Run 1, the metal 1 layer:
Bar = 50 µm. Cells faint in the background.
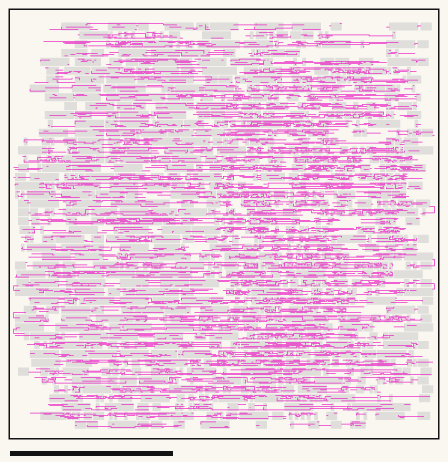
Run 1, the metal 2 layer:
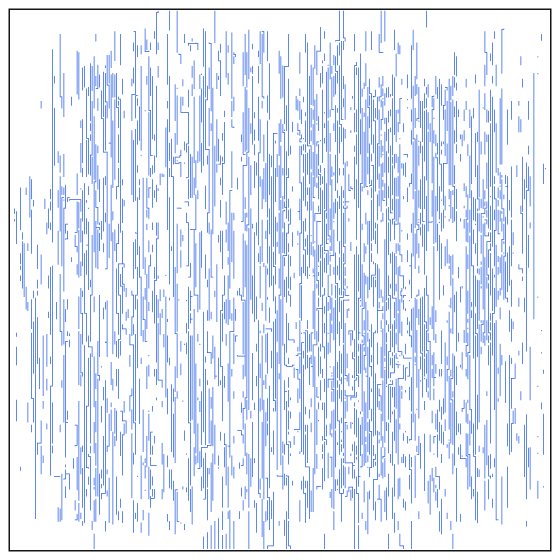
Run 1, signal wires on met3:
Bar = 50 µm.
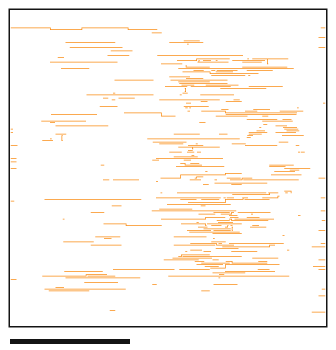
Design core_pipe, sky130hd; sources not shown.
==> impl_metrics.json, run 1 <==
{
  "drv_slew": 0,
  "grt-ovfl-total": 0,
  "topCellsByArea": "dfrtp_1, mux2_2, ha_1, mux4_2, nand2_1",
  "nonClkBufAreaFrac": 0.0700,
  "yosys.cell_count.top_type": "dfrtp_1",
  "yosysWarnings": 0,
  "hold_ws_ns": 0.0317,
  "utilization": 0.711,
  "dr.pass1.iters": 7,
  "hpwl_um": 20000,
  "top_logic_kind": "AND-OR/OR-AND gates",
  "cpMaxStageDelayCell": "fa_1",
  "ys_cells": 1036,
  "first_iter_violations": 949,
  "rsz0062_at_grt": "false",
  "drt-vias-per-instance": 6.56,
  "pin_count": 57,
  "nClkBuffers": 24,
  "crit_path_end_kind": "register",
  "synth_cell_types": 80,
  "clock_latency_ns": 0.43,
  "p_int_w": 0.00500,
  "netlist_area_um2": 10100,
  "path_buffers": 0,
  "skew_ns": 0.00901,
  "status": "completed",
  "switchingPower_w": 0.00408,
  "synth-edff-count": 0,
  "setup_viol": 0,
  "min_period_over_period": 0.868,
  "path_delay_family": "AND-OR/OR-AND gates",
  "ys_ff": 146,
  "routabilityCongestion": 0.982,
  "cts_buffer_depth": 2,
  "cts_htree_levels": 4,
  "grt.total_usage": 0.350,
  "fa_ha_area_frac": 0.0862,
  "fmax_ghz": 0.268,
  "dpl_cell_area_um2": 10900,
  "comb_area_frac": 0.514,
  "switching_share": 0.449,
  "cts_inserted_buffers": 17
}
-- 'the metal 1 layer' (at the start) --
main direction	horizontal
nets with wire on the layer	1071
share of all routed wire	41%
met1 global-route usage: 0.484
routed wire length: 28700 µm
via count: 8534

-- 'the metal 2 layer' (at the start) --
longest straight run	59.8 µm
main direction	vertical
wire length on this layer	12900 µm
grt met2 use: 0.524

-- 'signal wires on met3' (at the start) --
nets with wire on the layer	158
longest straight run	50.1 µm
main direction	horizontal
met3 global-route usage: 0.0694

==> inputs of run 2 (changes only) <==
--- a/config.mk
+++ b/config.mk
@@ -11,4 +11,5 @@
 export PLACE_DENSITY_LB_ADDON = 0.1
 export SYNTH_ARGS = -nofsm -noshare
 export SYNTH_HDL_FRONTEND = slang
+export SYNTH_HIERARCHICAL = 1
 export SYNTH_SLANG_ARGS = --single-unit
Run 2, clock routing:
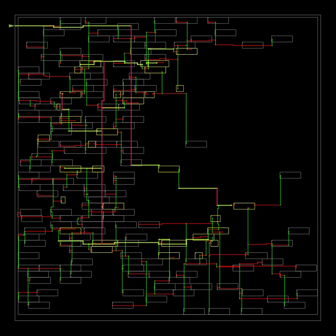
clock buf count: 20
Late-Pin Clk Latency: 0.43 ns
registers: 146
CTS buffer count: 17

==> run 2 against run 1 <==
Clock skew about the same. Via count decreased by 0.94%. Clock power about the same. Worst setup slack got worse by 0.36 ns. Register-to-register slack got worse by 0.36 ns. Global-route usage about the same. Clock-buffer cell count decreased by 4. Area after synthesis increased by 4.3%. Wire length increased by 4.4%. Combinational power decreased by 23%. Critical endpoint is now o_flags_out[3]$_DFFE_PN0P_. Largest power group unchanged.
==> impl_metrics.json, run 2 <==
{
  "status": "completed",
  "ys_cells": 968,
  "ys_sh_aoi": 0.137,
  "hold_ws_ns": 0.401,
  "p_int_w": 0.00433,
  "ys_sh_mux": 0.263,
  "grt-ovfl-total": 0,
  "drt-vias-per-instance": 6.75,
  "cts_tree": "done",
  "utilization": 0.698,
  "dr.pass1.iters": 9,
  "fillers": 1317,
  "max_slew.worst_pin.slew_ns": 0.835,
  "yosysWarnings": 6,
  "worst-r2r-cell-count": 14,
  "crit_path_end_kind": "register",
  "powerSeq_w": 0.00196,
  "slowest_delay_ns": 0.53,
  "xor_area_frac": 0.0167,
  "ys_ff": 146,
  "yosys.cell_count.top_type": "mux2_2",
  "dp_worst_setup_slack_ns": 0.315,
  "die_h_um": 134,
  "met1Wirelength_um": 13000,
  "dominant-cell-class": "multi-input combinational cells",
  "netlist_area_um2": 10500,
  "instances_no_fill": 1252,
  "grt.total_usage": 0.350,
  "synth-edff-count": 0,
  "arrival_ns": 4.46,
  "top_logic_kind": "multiplexers",
  "synthTopCellsByCount": "mux2_2, dfrtp_1, ha_1",
  "largest_area_cell": "dfrtp_1",
  "path_cells": "nor2b_1, and3_1, fa_1, inv_1, fa_1, nor2b_1, o31a_1, o21a_1, nor3_1, o32a_1, or4_1, or4_1, nor4b_2, mux2_2",
  "warnings": 58,
  "cpMaxStageDelayCell": "or4_1",
  "ff_type": "dfrtp_1",
  "first_iter_violations": 752,
  "drv_slew": 0,
  "hpwl_um": 21300,
  "cts_buffer_depth": 2,
  "met3_usage": 0.0862,
  "dpl_cell_area_um2": 11400,
  "syn_inst": 968,
  "nonClkBufAreaFrac": 0.0767,
  "p_clk_w": 0.00154,
  "setup_viol": 0,
  "routabilityCongestion": 1.02,
  "power_density_nw_per_um2": 627,
  "comb_area_frac": 0.526,
  "fmax_ghz": 0.244,
  "path_depth": 14,
  "path_buffers": 1,
  "clkTransAtPathRegs_ns": 0.07,
  "io_buffer_count": 56,
  "max_cap_viol_count": 0,
  "ant_nets": 0,
  "p_comb_frac": 0.535,
  "yosysTopAreaCellShare": 0.348,
  "met1_usage": 0.501,
  "pin_count": 57,
  "peakVddDrop_uv": 721,
  "min_period_over_period": 0.952,
  "fa_ha_area_frac": 0.0827,
  "finalPower_w": 0.00752,
  "combGateArea_um2": 6310,
  "cts_htree_levels": 4,
  "routed-wl-met3_um": 2770,
  "switchingPower_w": 0.00320,
  "mostFrequentLayoutCell": "mux2_2",
  "sh_seq_area": 0.305,
  "pwr-share-clk": 0.205,
  "switching_share": 0.425,
  "synthArstFlopShare": 1.00,
  "nWellTaps": 225,
  "cp_max_fo": 4,
  "leakage_nw": 5.38,
  "grt_pass1_wl_um": 46900,
  "hold_viol": 0,
  "synth_cell_types": 78,
  "topCellsByArea": "dfrtp_1, mux2_2, ha_1, mux4_2, inv_1",
  "rsz0062_at_grt": "false",
  "antenna_cells": 0,
  "path_delay_family": "simple AND/OR/NAND/NOR gates",
  "holdBufCountCts": 1,
  "p_comb_w": 0.00402,
  "skew_ns": 0.00915,
  "fp_util": 0.611
}
Run 2, the metal 2 layer:
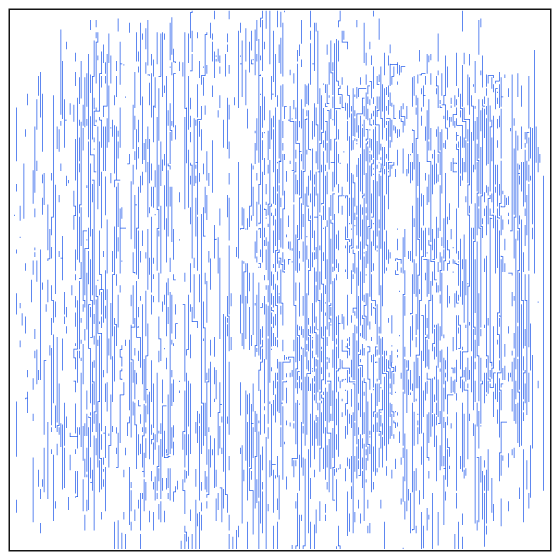
share of all routed wire	44%
longest straight run	78.2 µm
nets with wire on the layer	965
wire length on this layer	13300 µm
main direction	vertical
grt met2 use: 0.512
routed wire length: 30000 µm
via count: 8454

No activity file was given, so power comes from the tool's default toggle rates.
